===== src/rtl/y_mc_ctrl_if.sv =====
// y_mc_ctrl_if: bundle between the multi-cycle controller and the yIF/yID/yEX/yDM/yWB datapath.
//   master (controller): receives ins, zero, imm, jTarget, if_ready, dm_ready;
//                        drives pc, if_req, RegWrite, ALUSrc, op, MemRead, MemWrite,
//                        Mem2Reg, retire, instret, err.
//   slave  (datapath):   the mirror image.
interface y_mc_ctrl_if #(
  parameter int unsigned XLEN  = 32,
  parameter int unsigned CNT_W = 32
);
  logic [31:0]      ins;
  logic             zero;
  logic [XLEN-1:0]  imm;
  logic [25:0]      jTarget;
  logic             if_ready;
  logic             dm_ready;
  logic [XLEN-1:0]  pc;
  logic             if_req;
  logic             RegWrite;
  logic             ALUSrc;
  logic [2:0]       op;
  logic             MemRead;
  logic             MemWrite;
  logic             Mem2Reg;
  logic             retire;
  logic [CNT_W-1:0] instret;
  logic             err;

  modport master (
    input  ins, zero, imm, jTarget, if_ready, dm_ready,
    output pc, if_req, RegWrite, ALUSrc, op, MemRead, MemWrite, Mem2Reg, retire, instret, err
  );

  modport slave (
    output ins, zero, imm, jTarget, if_ready, dm_ready,
    input  pc, if_req, RegWrite, ALUSrc, op, MemRead, MemWrite, Mem2Reg, retire, instret, err
  );
endinterface


===== src/rtl/y_mc_ctrl.sv =====
// y_mc_ctrl: multi-cycle control unit and PC register for the RV32 yIF..yWB datapath.
// Sequences FETCH/DECODE/EXEC/MEM/WB, drives datapath controls, updates PC (beq, jal),
// waits on if_ready/dm_ready with a timeout, counts retired instructions and traps on
// illegal opcodes or memory timeouts (TRAP is left only through rst_n).
// Ports: clk, rst_n (async, active low), bus (y_mc_ctrl_if.master).
module y_mc_ctrl #(
  parameter int unsigned     XLEN     = 32,
  parameter logic [XLEN-1:0] RESET_PC = XLEN'(32'h28),
  parameter int unsigned     TIMEOUT  = 15,
  parameter int unsigned     CNT_W    = 32
) (
  input  logic        clk,
  input  logic        rst_n,
  y_mc_ctrl_if.master bus
);
  typedef enum logic [2:0] {S_FETCH, S_DECODE, S_EXEC, S_MEM, S_WB, S_TRAP} state_t;

  localparam logic [6:0] OPC_R    = 7'h33;
  localparam logic [6:0] OPC_ADDI = 7'h13;
  localparam logic [6:0] OPC_LW   = 7'h03;
  localparam logic [6:0] OPC_SW   = 7'h23;
  localparam logic [6:0] OPC_BEQ  = 7'h63;
  localparam logic [6:0] OPC_JAL  = 7'h6F;
  localparam logic [2:0] ALU_ADD  = 3'b010;
  localparam logic [2:0] ALU_OR   = 3'b001;
  localparam logic [2:0] ALU_SUB  = 3'b110;
  // Last wait cycle that may still see ready; a miss here ends the wait in TRAP.
  localparam logic [7:0] WAIT_LAST = 8'(TIMEOUT - 1);

  state_t           state_q, state_d;
  logic [31:0]      ir_q, ir_d;
  logic [XLEN-1:0]  pc_q, pc_d;
  logic [CNT_W-1:0] instret_q, instret_d;
  logic [7:0]       wait_cnt_q, wait_cnt_d;
  logic             reg_write_q, reg_write_d;
  logic             alu_src_q, alu_src_d;
  logic [2:0]       op_q, op_d;
  logic             mem_read_q, mem_read_d;
  logic             mem_write_q, mem_write_d;
  logic             mem2reg_q, mem2reg_d;
  logic             retire_q, retire_d;
  logic             err_q, err_d;

  logic [6:0]      opc;
  logic [2:0]      funct3;
  logic [XLEN-1:0] pc_plus4;
  logic            unused_ir;

  assign opc       = ir_q[6:0];
  assign funct3    = ir_q[14:12];
  assign pc_plus4  = pc_q + XLEN'(4);
  assign unused_ir = ^{ir_q[31:15], ir_q[11:7]};

  always_comb begin
    state_d     = state_q;
    ir_d        = ir_q;
    pc_d        = pc_q;
    wait_cnt_d  = wait_cnt_q;
    reg_write_d = reg_write_q;
    alu_src_d   = alu_src_q;
    op_d        = op_q;
    mem_read_d  = mem_read_q;
    mem_write_d = mem_write_q;
    mem2reg_d   = mem2reg_q;
    retire_d    = 1'b0;

    case (state_q)
      S_FETCH: begin
        if (bus.if_ready) begin
          ir_d    = bus.ins;
          state_d = S_DECODE;
        end else if (wait_cnt_q == WAIT_LAST) begin
          state_d = S_TRAP;
        end else begin
          wait_cnt_d = wait_cnt_q + 8'd1;
        end
      end
      S_DECODE: begin
        state_d   = S_EXEC;
        alu_src_d = 1'b1;
        op_d      = ALU_ADD;
        mem2reg_d = 1'b0;
        case (opc)
          OPC_R: begin
            alu_src_d = 1'b0;
            op_d      = (funct3 == 3'b110) ? ALU_OR : ALU_ADD;
          end
          OPC_ADDI, OPC_SW, OPC_JAL: ;
          OPC_LW:  mem2reg_d = 1'b1;
          OPC_BEQ: begin
            alu_src_d = 1'b0;
            op_d      = ALU_SUB;
          end
          default: state_d = S_TRAP;
        endcase
      end
      S_EXEC: begin
        case (opc)
          OPC_BEQ: begin
            pc_d     = bus.zero ? pc_plus4 + (bus.imm << 1) : pc_plus4;
            retire_d = 1'b1;
            state_d  = S_FETCH;
          end
          OPC_LW: begin
            mem_read_d = 1'b1;
            state_d    = S_MEM;
          end
          OPC_SW: begin
            mem_write_d = 1'b1;
            state_d     = S_MEM;
          end
          default: begin
            reg_write_d = 1'b1;
            state_d     = S_WB;
          end
        endcase
      end
      S_MEM: begin
        if (bus.dm_ready) begin
          mem_read_d  = 1'b0;
          mem_write_d = 1'b0;
          if (opc == OPC_LW) begin
            reg_write_d = 1'b1;
            state_d     = S_WB;
          end else begin
            pc_d     = pc_plus4;
            retire_d = 1'b1;
            state_d  = S_FETCH;
          end
        end else if (wait_cnt_q == WAIT_LAST) begin
          state_d = S_TRAP;
        end else begin
          wait_cnt_d = wait_cnt_q + 8'd1;
        end
      end
      S_WB: begin
        pc_d     = (opc == OPC_JAL) ? pc_plus4 + (XLEN'(bus.jTarget) << 2) : pc_plus4;
        retire_d = 1'b1;
        state_d  = S_FETCH;
      end
      default: state_d = S_TRAP;
    endcase

    // Controls live from EXEC through WB; FETCH and TRAP always see them cleared.
    if (state_d == S_FETCH || state_d == S_TRAP) begin
      reg_write_d = 1'b0;
      alu_src_d   = 1'b0;
      op_d        = 3'b000;
      mem_read_d  = 1'b0;
      mem_write_d = 1'b0;
      mem2reg_d   = 1'b0;
    end
    if (state_d != state_q) begin
      wait_cnt_d = '0;
    end
    instret_d = instret_q + CNT_W'(retire_d);
    err_d     = err_q | (state_d == S_TRAP);
  end

  always_ff @(posedge clk or negedge rst_n) begin
    if (!rst_n) begin
      state_q     <= S_FETCH;
      ir_q        <= '0;
      pc_q        <= RESET_PC;
      instret_q   <= '0;
      wait_cnt_q  <= '0;
      reg_write_q <= 1'b0;
      alu_src_q   <= 1'b0;
      op_q        <= '0;
      mem_read_q  <= 1'b0;
      mem_write_q <= 1'b0;
      mem2reg_q   <= 1'b0;
      retire_q    <= 1'b0;
      err_q       <= 1'b0;
    end else begin
      state_q     <= state_d;
      ir_q        <= ir_d;
      pc_q        <= pc_d;
      instret_q   <= instret_d;
      wait_cnt_q  <= wait_cnt_d;
      reg_write_q <= reg_write_d;
      alu_src_q   <= alu_src_d;
      op_q        <= op_d;
      mem_read_q  <= mem_read_d;
      mem_write_q <= mem_write_d;
      mem2reg_q   <= mem2reg_d;
      retire_q    <= retire_d;
      err_q       <= err_d;
    end
  end

  assign bus.pc       = pc_q;
  assign bus.if_req   = (state_q == S_FETCH);
  assign bus.RegWrite = reg_write_q;
  assign bus.ALUSrc   = alu_src_q;
  assign bus.op       = op_q;
  assign bus.MemRead  = mem_read_q;
  assign bus.MemWrite = mem_write_q;
  assign bus.Mem2Reg  = mem2reg_q;
  assign bus.retire   = retire_q;
  assign bus.instret  = instret_q;
  assign bus.err      = err_q;
endmodule


===== src/flat_wrapper.sv =====
// flat-port wrapper written by rule: the top's interface ports become plain ports
module y_mc_ctrl_flat 
#(
  parameter int unsigned     XLEN     = 32,
  parameter logic [XLEN-1:0] RESET_PC = XLEN'(32'h28),
  parameter int unsigned     TIMEOUT  = 15,
  parameter int unsigned     CNT_W    = 32
)
  (clk, rst_n, bus_ins, bus_zero, bus_imm, bus_jTarget, bus_if_ready, bus_dm_ready, bus_pc, bus_if_req, bus_RegWrite, bus_ALUSrc, bus_op, bus_MemRead, bus_MemWrite, bus_Mem2Reg, bus_retire, bus_instret, bus_err);
  y_mc_ctrl_if #(.XLEN(XLEN), .CNT_W(CNT_W)) bus_i ();
  input  logic clk;
  input  logic rst_n;
  input wire logic [$bits(bus_i.ins)-1:0] bus_ins;
  input wire logic [$bits(bus_i.zero)-1:0] bus_zero;
  input wire logic [$bits(bus_i.imm)-1:0] bus_imm;
  input wire logic [$bits(bus_i.jTarget)-1:0] bus_jTarget;
  input wire logic [$bits(bus_i.if_ready)-1:0] bus_if_ready;
  input wire logic [$bits(bus_i.dm_ready)-1:0] bus_dm_ready;
  output wire logic [$bits(bus_i.pc)-1:0] bus_pc;
  output wire logic [$bits(bus_i.if_req)-1:0] bus_if_req;
  output wire logic [$bits(bus_i.RegWrite)-1:0] bus_RegWrite;
  output wire logic [$bits(bus_i.ALUSrc)-1:0] bus_ALUSrc;
  output wire logic [$bits(bus_i.op)-1:0] bus_op;
  output wire logic [$bits(bus_i.MemRead)-1:0] bus_MemRead;
  output wire logic [$bits(bus_i.MemWrite)-1:0] bus_MemWrite;
  output wire logic [$bits(bus_i.Mem2Reg)-1:0] bus_Mem2Reg;
  output wire logic [$bits(bus_i.retire)-1:0] bus_retire;
  output wire logic [$bits(bus_i.instret)-1:0] bus_instret;
  output wire logic [$bits(bus_i.err)-1:0] bus_err;
  assign bus_i.ins = bus_ins;
  assign bus_i.zero = bus_zero;
  assign bus_i.imm = bus_imm;
  assign bus_i.jTarget = bus_jTarget;
  assign bus_i.if_ready = bus_if_ready;
  assign bus_i.dm_ready = bus_dm_ready;
  assign bus_pc = bus_i.pc;
  assign bus_if_req = bus_i.if_req;
  assign bus_RegWrite = bus_i.RegWrite;
  assign bus_ALUSrc = bus_i.ALUSrc;
  assign bus_op = bus_i.op;
  assign bus_MemRead = bus_i.MemRead;
  assign bus_MemWrite = bus_i.MemWrite;
  assign bus_Mem2Reg = bus_i.Mem2Reg;
  assign bus_retire = bus_i.retire;
  assign bus_instret = bus_i.instret;
  assign bus_err = bus_i.err;
  y_mc_ctrl #(.XLEN(XLEN), .RESET_PC(RESET_PC), .TIMEOUT(TIMEOUT), .CNT_W(CNT_W)) u_core (.clk(clk), .rst_n(rst_n), .bus(bus_i));
endmodule

===== config.mk =====
export PLATFORM = sky130hd
export DESIGN_NAME = y_mc_ctrl_flat
export DESIGN_NICKNAME = d
export VERILOG_FILES = /design/src/rtl/y_mc_ctrl_if.sv /design/src/rtl/y_mc_ctrl.sv /design/src/flat_wrapper.sv
export SDC_FILE = /design/constraint.sdc
export NUM_CORES = 1
export LEC_CHECK = 0
export CAP_MARGIN = 15
export CORE_MARGIN = 3
export CORE_UTILIZATION = 25
export DETAILED_ROUTE_END_ITERATION = 7
export HOLD_SLACK_MARGIN = 0.15
export MAX_ROUTING_LAYER = met4
export PLACE_DENSITY = 0.57
export SYNTH_ARGS = -nofsm -noshare
export SYNTH_HDL_FRONTEND = slang
export SYNTH_SLANG_ARGS = --single-unit

===== constraint.sdc =====
create_clock -name clk -period 3.6 [get_ports clk]
set_input_delay 0.72 -clock clk [delete_from_list [all_inputs] [get_ports clk]]
set_output_delay 0.72 -clock clk [all_outputs]
set_load 0.01 [all_outputs]

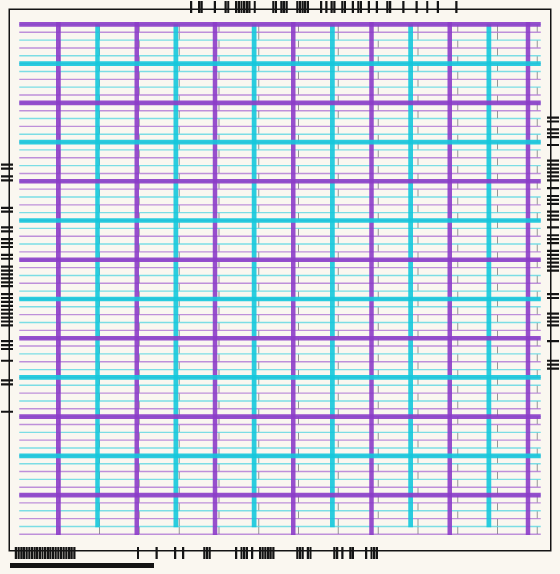
Fig. 1. Power grid (run 1).
Scale bar: 50 um. Pins as bars on the die edge. Tap cells in grey.
| colour | net |
|---|---|
| purple | VSS |
| cyan | VDD |
signal pins: 170
met4 straps: 13
met1 rails: 66
rows: 65
VDD IR-drop max: 212.6 uV
Chip Width: 187.2 um
die y size: 187.2 um
core area: 0.03196 sq mm

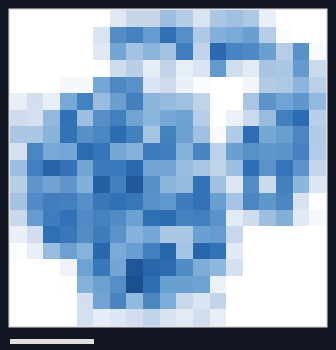
Fig. 2. Cell area per tile (run 1).
Scale bar: 50 um. The die is cut into 19 by 19 equal tiles; white is low, dark blue is high, 0 to 100% covered.
fullest tile: 87%
mean over tiles: 35%
nearly empty tiles: 24%
emptiest ninth of the die: bottom right
tiles over 75% full: 4.7%
fin util: 0.4036
fp_density: 0.2569

==> run summary, run 1 <==
run results: Hold-fix buffers, CTS 0, Synth flops ~94, final cell count without fillers around 1800, Remaining Overflow, GRT 0, max reg flops 32, vias in the first global route between 8000 and 9000, clk pwr 1.03 mW, M2 GR Usage 0.2785, inverter count 31, R2R Path End u_core.bus.pc[31], Critical Path Sink u_core.bus.pc[31], top-count cell post-synth nor2_1, Max Cap Viol 0, internal power 2.020 mW, comb area leader AND-OR/OR-AND gates, failing checks negative setup slack, r2r worst-path depth 17, Placement Setup Slack -0.5796 ns, tool warning count 56, Final setup viols 15, CP startpoint kind flip-flop, clk sinks 94, initial antenna violation count 0, status finished, violations left, syn_area_per_cell 8.320 sq um, Top Layer Used met4, WL final between 30 and 40 mm, PnR worst setup slack -0.2688 ns, share of cells above drive strength 1 0.2828, post-CTS setup buffers 10, most used logic cell in the final layout buf_4, final worst path period need 3.869 ns, Logic area 0.006162 sq mm, slowest CP cell dfstp_2, drt via density 4.921, largest net degree at the start of global routing 54, detailed placement HPWL between 20 and 25 mm, number of routed nets with antenna violations 0, Post-synth seq share 0.2868, Boundary Pins 170
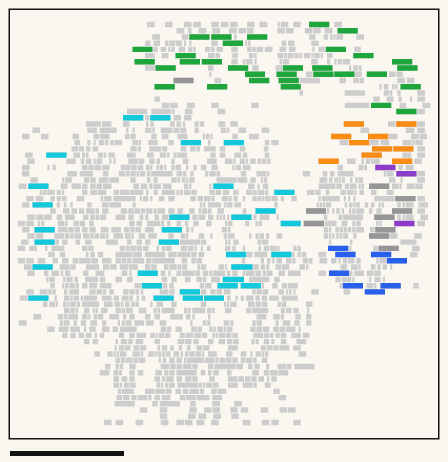
Fig. 3. Sequential cells grouped by signal name (run 1).
Scale bar: 50 um.
| colour | signal | placed flops |
|---|---|---|
| green | u_core.bus.instret | 32 |
| purple | u_core.bus.op | 3 |
| cyan | u_core.bus.pc | 31 |
| orange | u_core.ir_q | 10 |
| blue | u_core.wait_cnt_q | 8 |
not coloured: 10
flop share of the area: 0.1825
Seq group: 1.07 mW

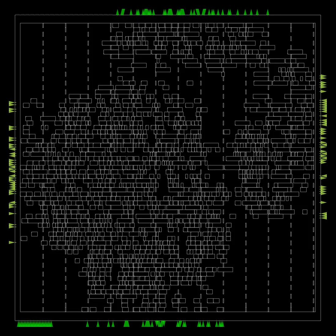
Fig. 4. Cell placement (run 1).
Filler Cells Inserted: 3243
FF+latch count: 94
site row count: 65

Fig. 5: run 1, wires at chosen ports, followed through buffers
Scale bar: 50 um.
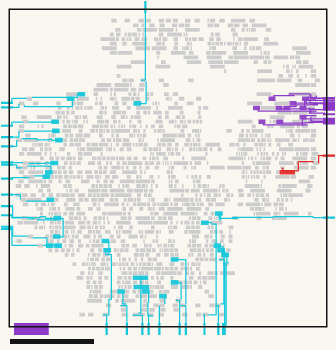

==> run 1 -> run 2 <==
--- a/config.mk
+++ b/config.mk
@@ -5,13 +5,13 @@
 export SDC_FILE = /design/constraint.sdc
 export NUM_CORES = 1
 export LEC_CHECK = 0
-export CAP_MARGIN = 15
 export CORE_MARGIN = 3
 export CORE_UTILIZATION = 25
 export DETAILED_ROUTE_END_ITERATION = 7
 export HOLD_SLACK_MARGIN = 0.15
 export MAX_ROUTING_LAYER = met4
 export PLACE_DENSITY = 0.57
+export REMOVE_ABC_BUFFERS = 1
 export SYNTH_ARGS = -nofsm -noshare
 export SYNTH_HDL_FRONTEND = slang
 export SYNTH_SLANG_ARGS = --single-unit
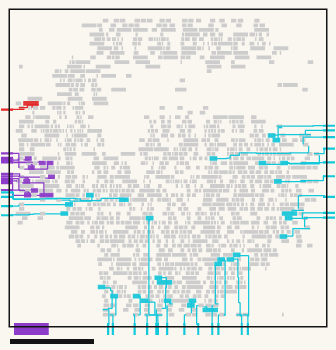
Fig. 6. Wires at chosen ports, followed through buffers (run 2).
Scale bar: 50 um.
| colour | port | bits | direction | edge | end cells | buffers | wire |
|---|---|---|---|---|---|---|---|
| purple | bus_ins | 32 | input | 22 bottom, 10 left | 10 | 10 | 189 um |
| red | bus_RegWrite | 1 | output | left | 1 | 1 | 23.1 um |
| cyan | bus_jTarget | 26 | input | 13 bottom, 9 right, 4 left | 29 | 26 | 985 um |
Boundary Pins: 170
input/output buffers: 145

==> run 2 against run 1 <==
Net effect:
- the run still ends with negative setup slack left
- critical path depth is 1 higher
- clock skew grew 0.0056 ns
- synthesized area unchanged
- non-clock buffer count increased by 13
- final cell count increased by 0.77%
- clock power fell by 9%
- largest cell class unchanged
==> run summary, run 2 <==
run results: max reg flops 32 (unchanged), failing checks negative setup slack (unchanged), met2 WL 14.05 mm (was 14.07 mm), WL final 30.29 mm (was 30.02 mm), vias in the first global route 8872 (was 8670), Final setup viols 15 (unchanged), die y size 187.2 um (unchanged), PnR worst setup slack -0.2241 ns (was -0.2688 ns), Largest delay share family, worst path simple AND/OR/NAND/NOR gates (was AND-OR/OR-AND gates), Synth Area in XOR/XNOR 0.1152 (unchanged), CP startpoint kind flip-flop (unchanged), tool warning count 54 (was 56), final cell count without fillers 1821 (was 1807), Critical Path Sink u_core.bus.pc[31] (unchanged), Max Cap Viol 0 (unchanged), initial antenna violation count 1 (was 0), ao+oa area frac 0.2238 (unchanged), core area 0.03196 sq mm (unchanged), VDD IR-drop max 193.1 uV (was 212.6 uV), site row count 65 (unchanged), Top Layer Used met4 (unchanged), post-CTS setup buffers 29 (was 10), r2r worst-path depth 18 (was 17), slowest CP cell dfstp_2 (unchanged), Remaining Overflow, GRT 0 (unchanged), Chip Width 187.2 um (unchanged), inverter count 31 (unchanged), Filler Cells Inserted 3196 (was 3243), Logic area 0.006352 sq mm (was 0.006162 sq mm), drt via density 4.951 (was 4.921), final worst path period need 3.824 ns (was 3.869 ns), R2R Path End u_core.bus.pc[31] (unchanged), top-count cell post-synth nor2_1 (unchanged), clk pwr 0.934 mW (was 1.03 mW), comb area leader AND-OR/OR-AND gates (unchanged), fp_density 0.2569 (unchanged), status finished, violations left (unchanged), internal power 1.959 mW (was 2.020 mW), Post-synth seq share 0.2868 (unchanged), FF+latch count 94 (unchanged), Synth flops 94 (unchanged), Placement Setup Slack -0.6052 ns (was -0.5796 ns), Seq group 1.07 mW (about the same), detailed placement HPWL 23.25 mm (was 23.76 mm), number of routed nets with antenna violations 0 (unchanged), syn_area_per_cell 8.320 sq um (unchanged), top cells, area dfrtp_1, ha_1, xnor2_1 (unchanged)
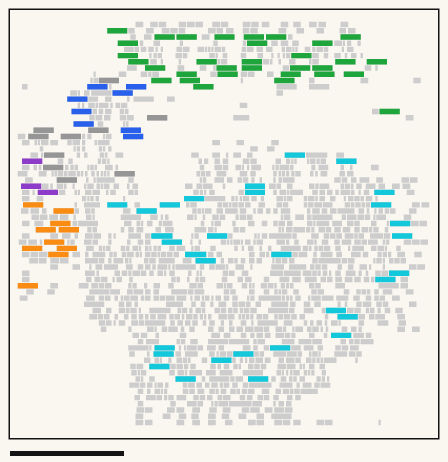
Fig. 7. Sequential cells grouped by signal name (run 2).
Scale bar: 50 um.
| colour | signal | placed flops |
|---|---|---|
| purple | u_core.bus.op | 3 |
| cyan | u_core.bus.pc | 31 |
| blue | u_core.wait_cnt_q | 8 |
| orange | u_core.ir_q | 10 |
| green | u_core.bus.instret | 32 |
not coloured: 10
flop share of the area: 0.1786
Reg area: 0.002355 sq mm
fin util: 0.4126

Power and IR drop assume default switching activity.
